===== config.mk =====
export PLATFORM = sky130hd
export DESIGN_NAME = id_operand_forward_unit
export DESIGN_NICKNAME = d
export VERILOG_FILES = /design/src/rtl/fwd_pkg.sv /design/src/rtl/fwd_port_sel.sv /design/src/rtl/id_operand_forward_unit.sv
export SDC_FILE = /design/constraint.sdc
export NUM_CORES = 1
export LEC_CHECK = 0
export CORE_AREA = 2 2 123 125
export CTS_BUF_LIST = sky130_fd_sc_hd__clkbuf_8
export CTS_CLUSTER_SIZE = 16
export DETAILED_ROUTE_END_ITERATION = 10
export DIE_AREA = 0 0 125 127
export GPL_TIMING_DRIVEN = 0
export PLACE_DENSITY = 0.81
export SETUP_SLACK_MARGIN = 0.5
export SYNTH_ARGS = -nofsm -noshare
export SYNTH_HDL_FRONTEND = slang
export SYNTH_HIERARCHICAL = 1
export SYNTH_SLANG_ARGS = --single-unit

===== constraint.sdc =====
create_clock -name clk -period 3.09 [get_ports clk]
set_clock_uncertainty 0.15 [all_clocks]
set_input_delay 0.618 -clock clk [delete_from_list [all_inputs] [get_ports clk]]
set_output_delay 0.618 -clock clk [all_outputs]
set_load 0.02 [all_outputs]

===== src/rtl/fwd_pkg.sv =====
// Shared types and helpers for the ID-stage operand forwarding unit.
package fwd_pkg;

    localparam int REG_ADDR_W = 5;

    // One in-flight writer as seen from the ID stage
    typedef struct packed {
        logic                  valid;
        logic [REG_ADDR_W-1:0] rd;
        logic                  we;
        logic                  is_load;
    } fwd_entry_t;

    function automatic int fwd_sel_w(input int depth);
        return $clog2(depth + 1);
    endfunction

endpackage


===== src/rtl/fwd_port_sel.sv =====
// Per-port priority match over the tracked stages: picks the youngest
// producer of rs_addr, flags a load that is not ready yet, and muxes the data.
module fwd_port_sel
    import fwd_pkg::*;
#(
    parameter int XLEN     = 32,
    parameter int DEPTH    = 3,
    parameter int LOAD_LAT = 1,
    parameter int SEL_W    = 2
) (
    input  logic [REG_ADDR_W-1:0]  rs_addr,
    input  logic [XLEN-1:0]        rs_data,
    input  fwd_entry_t [DEPTH-1:0] entries,
    input  logic [DEPTH*XLEN-1:0]  stage_data,
    output logic [XLEN-1:0]        op_data,
    output logic [SEL_W-1:0]       sel,
    output logic                   hazard
);

    // Scan oldest to youngest so the lowest matching stage wins.
    always_comb begin
        op_data = rs_data;
        sel     = '0;
        hazard  = 1'b0;
        for (int k = DEPTH - 1; k >= 0; k--) begin
            if (entries[k].valid && entries[k].we &&
                entries[k].rd == rs_addr && rs_addr != '0) begin
                op_data = stage_data[k*XLEN +: XLEN];
                sel     = SEL_W'(k + 1);
                hazard  = entries[k].is_load && (k < LOAD_LAT);
            end
        end
    end

endmodule


===== src/rtl/id_operand_forward_unit.sv =====
// ID-stage operand forwarding and load-use hazard unit.
// Optional performance counters are enabled with `define FWD_PERF_CNT_EN.
module id_operand_forward_unit
    import fwd_pkg::*;
#(
    parameter int XLEN     = 32,
    parameter int NUM_RS   = 2,
    parameter int DEPTH    = 3,
    parameter int LOAD_LAT = 1
) (
    input  logic                              clk,
    input  logic                              rst_n,
    input  logic                              id_valid,
    input  logic [NUM_RS*REG_ADDR_W-1:0]      id_rs_addr,
    input  logic [NUM_RS*XLEN-1:0]            id_rs_data,
    input  logic [REG_ADDR_W-1:0]             id_rd,
    input  logic                              id_we,
    input  logic                              id_is_load,
    input  logic [DEPTH*XLEN-1:0]             stage_data,
    input  logic                              pipe_hold,
    input  logic                              flush,
    output logic [NUM_RS*XLEN-1:0]            op_data,
    output logic [NUM_RS*fwd_sel_w(DEPTH)-1:0] op_fwd_sel,
    output logic                              stall,
    output logic [31:0]                       perf_stall_cnt,
    output logic [31:0]                       perf_fwd_cnt
);

    localparam int SEL_W = fwd_sel_w(DEPTH);

    fwd_entry_t [DEPTH-1:0] entries;
    logic       [NUM_RS-1:0] hazard;
    logic                    issue;

    for (genvar p = 0; p < NUM_RS; p++) begin : g_port
        fwd_port_sel #(
            .XLEN     (XLEN),
            .DEPTH    (DEPTH),
            .LOAD_LAT (LOAD_LAT),
            .SEL_W    (SEL_W)
        ) u_sel (
            .rs_addr    (id_rs_addr[p*REG_ADDR_W +: REG_ADDR_W]),
            .rs_data    (id_rs_data[p*XLEN +: XLEN]),
            .entries    (entries),
            .stage_data (stage_data),
            .op_data    (op_data[p*XLEN +: XLEN]),
            .sel        (op_fwd_sel[p*SEL_W +: SEL_W]),
            .hazard     (hazard[p])
        );
    end

    assign stall = id_valid && !flush && (|hazard);
    assign issue = id_valid && !stall && !flush && !pipe_hold;

    // Writes to x0 are recorded as non-writing so they never forward.
    always_ff @(posedge clk or negedge rst_n) begin
        if (!rst_n) begin
            entries <= '0;
        end else if (!pipe_hold) begin
            for (int k = DEPTH - 1; k >= 1; k--) begin
                entries[k] <= entries[k-1];
            end
            if (issue) begin
                entries[0].valid   <= 1'b1;
                entries[0].rd      <= id_rd;
                entries[0].we      <= id_we && (id_rd != '0);
                entries[0].is_load <= id_is_load;
            end else begin
                entries[0] <= '0;
            end
        end
    end

`ifdef FWD_PERF_CNT_EN
    // Saturating counters, frozen along with the pipeline.
    always_ff @(posedge clk or negedge rst_n) begin
        if (!rst_n) begin
            perf_stall_cnt <= '0;
            perf_fwd_cnt   <= '0;
        end else begin
            if (stall && !pipe_hold && perf_stall_cnt != 32'hFFFF_FFFF) begin
                perf_stall_cnt <= perf_stall_cnt + 32'd1;
            end
            if (issue && (|op_fwd_sel) && perf_fwd_cnt != 32'hFFFF_FFFF) begin
                perf_fwd_cnt <= perf_fwd_cnt + 32'd1;
            end
        end
    end
`else
    assign perf_stall_cnt = 32'd0;
    assign perf_fwd_cnt   = 32'd0;
`endif

endmodule

==> images/drive_strength.png <==
Scale bar: 50 µm.
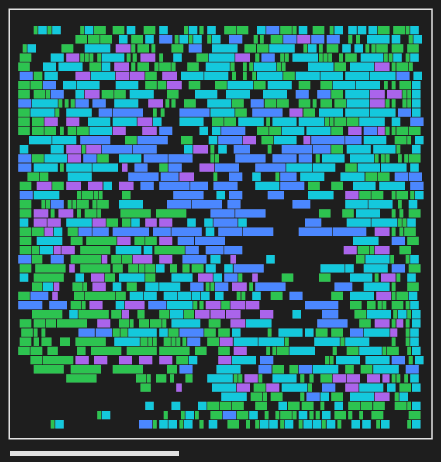
colour	size	cells	share
green	drive 1 or less	448	48%
cyan	drive 3 to 4	259	28%
blue	drive 6 and up	122	13%
purple	drive 2	101	11%
area growth from synthesis to layout: 137%
Signal buffers: 417
Post-Layout Inst Area: 10300 µm²
Worst Slack Setup Final: -291 ps

==> images/final_placement.png <==
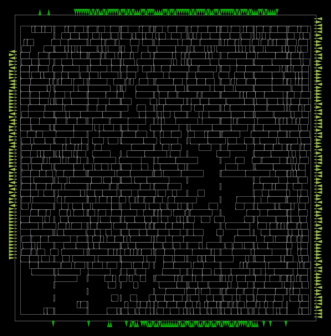
area of the core region: 14400 µm²
share of the final layout cell area in sequential cells: 0.0535
number of non-filler instances in the completed layout: 1115

==> images/wire_density.png <==
25 x 25 tiles, from dark blue (low) to red (high), scaled to the fullest tile. Values are wire area over tile area, all layers added.
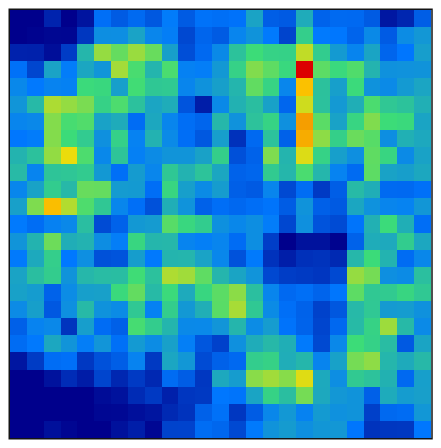
emptiest ninth of the die	south-west
nearly empty tiles	4.6%
tiles over half the peak	12%
mean over tiles	0.24
fullest tile	0.75
total wirelength of the detailed-routed design: 23400 µm
WL/cell: 20.9 µm
routed via count: 5638

==> ds_physical_params.txt <==
Physical implementation characteristics

Parameter                              Value

Flow run
  Maximum capacitance violations .................. 0

Worst setup path
  Worst R2R Setup Slack .................. 650 ps
  Worst setup path start .................. id_rs_addr[4]
  Critical Path RT .................. 2320 ps
  Max stage delay cell, worst path .................. sky130_fd_sc_hd__or4_4

Clocking
  H-tree depth reported by CTS .................. 1
  Clock tree sinks .................. 22

Power
  Switch share .................. 0.359
  Total power after layout .................. 0.00162 W

Timing
  Worst Slack Setup Final .................. -291 ps
  Cycle use final .................. 1.09
  Final setup TNS .................. -11850 ps
  Maximum operating frequency .................. 0.296 GHz
  Worst-case hold slack .................. 383 ps
  Max transition margin .................. 0.337
  Endpoints failing setup .................. 69
  Max-slew violation count .................. 0

Floorplan
  Boundary Pins .................. 315
  Effective utilization at floorplan .................. 0.301
  Vert. Die Dim .................. 127 µm

Outcome
  Failing checks .................. setup timing
  Outcome .................. finished, violations left

Place
  DP Wirelength .................. 16000 µm

Drt
  DRC violation count after routing .................. 0
  Initial detailed-routing violation count .................. 263

Global routing
  Via count of the first global-routing pass .................. 5629
[layout make-up]
class,instances,area [µm²]
diodes,1,2.50
plain buffers,115,1290
clock buffers,3,41.3
clock inverters,1,30.0
fillers,1071,4140
inverters,6,22.5
multi-input cells,481,4890
flip-flops and latches,22,551
well taps,184,230
repair buffers,302,3230
[worst min-delay path by stage]
| stage | start | to | slack, ps | cells past startpoint |
|---|---|---|---|---|
| 2_1_floorplan | rst_n | entries[0] | 170 | 0 |
| 3_3_place_gp | entries[7] | entries[7] | 350 | 1 |
| 3_5_place_dp | entries[17] | entries[17] | 360 | 1 |
| 4_1_cts | entries[7] | entries[7] | 380 | 1 |
| 5_1_grt | entries[17] | entries[17] | 400 | 1 |
| 6_report | entries[7] | entries[7] | 380 | 1 |
[layer usage]
| layer | part of all wire | vias up |
|---|---|---|
| met2 | 0.52 | 256 |
| li1 | - | 2612 |
| met5 | 0 | - |
| met4 | 0.021 | 0 |
| met1 | 0.39 | 2735 |
| met3 | 0.070 | 35 |
[metrics by stage]
step | setup WS [ps] | instance area [µm²]
2_1_floorplan | 52.9 | 5410
3_3_place_gp | -2000 | 8130
3_5_place_dp | -1990 | 8130
4_1_cts | -267 | 9690
5_1_grt | -332 | 10300
6_report | -291 | 10300
[power by group through the flow]
stage	logic, W	clock network (W)	registers [W]
floorplan	0.000459	0	0.000335
global placement	0.000857	0	0.000342
detailed placement	0.000865	0	0.000344
CTS	0.000967	0.000271	0.000338
global route	0.00107	0.000288	0.000343
finish	0.00102	0.000265	0.000340
[what timing repair did]
action,CTS,global route
pin swaps,112,57
setup buffers,29,4
resized,674,78
cloned,9,11
setup endpoints to repair,77,77
No activity file was given, so power comes from the tool's default toggle rates.
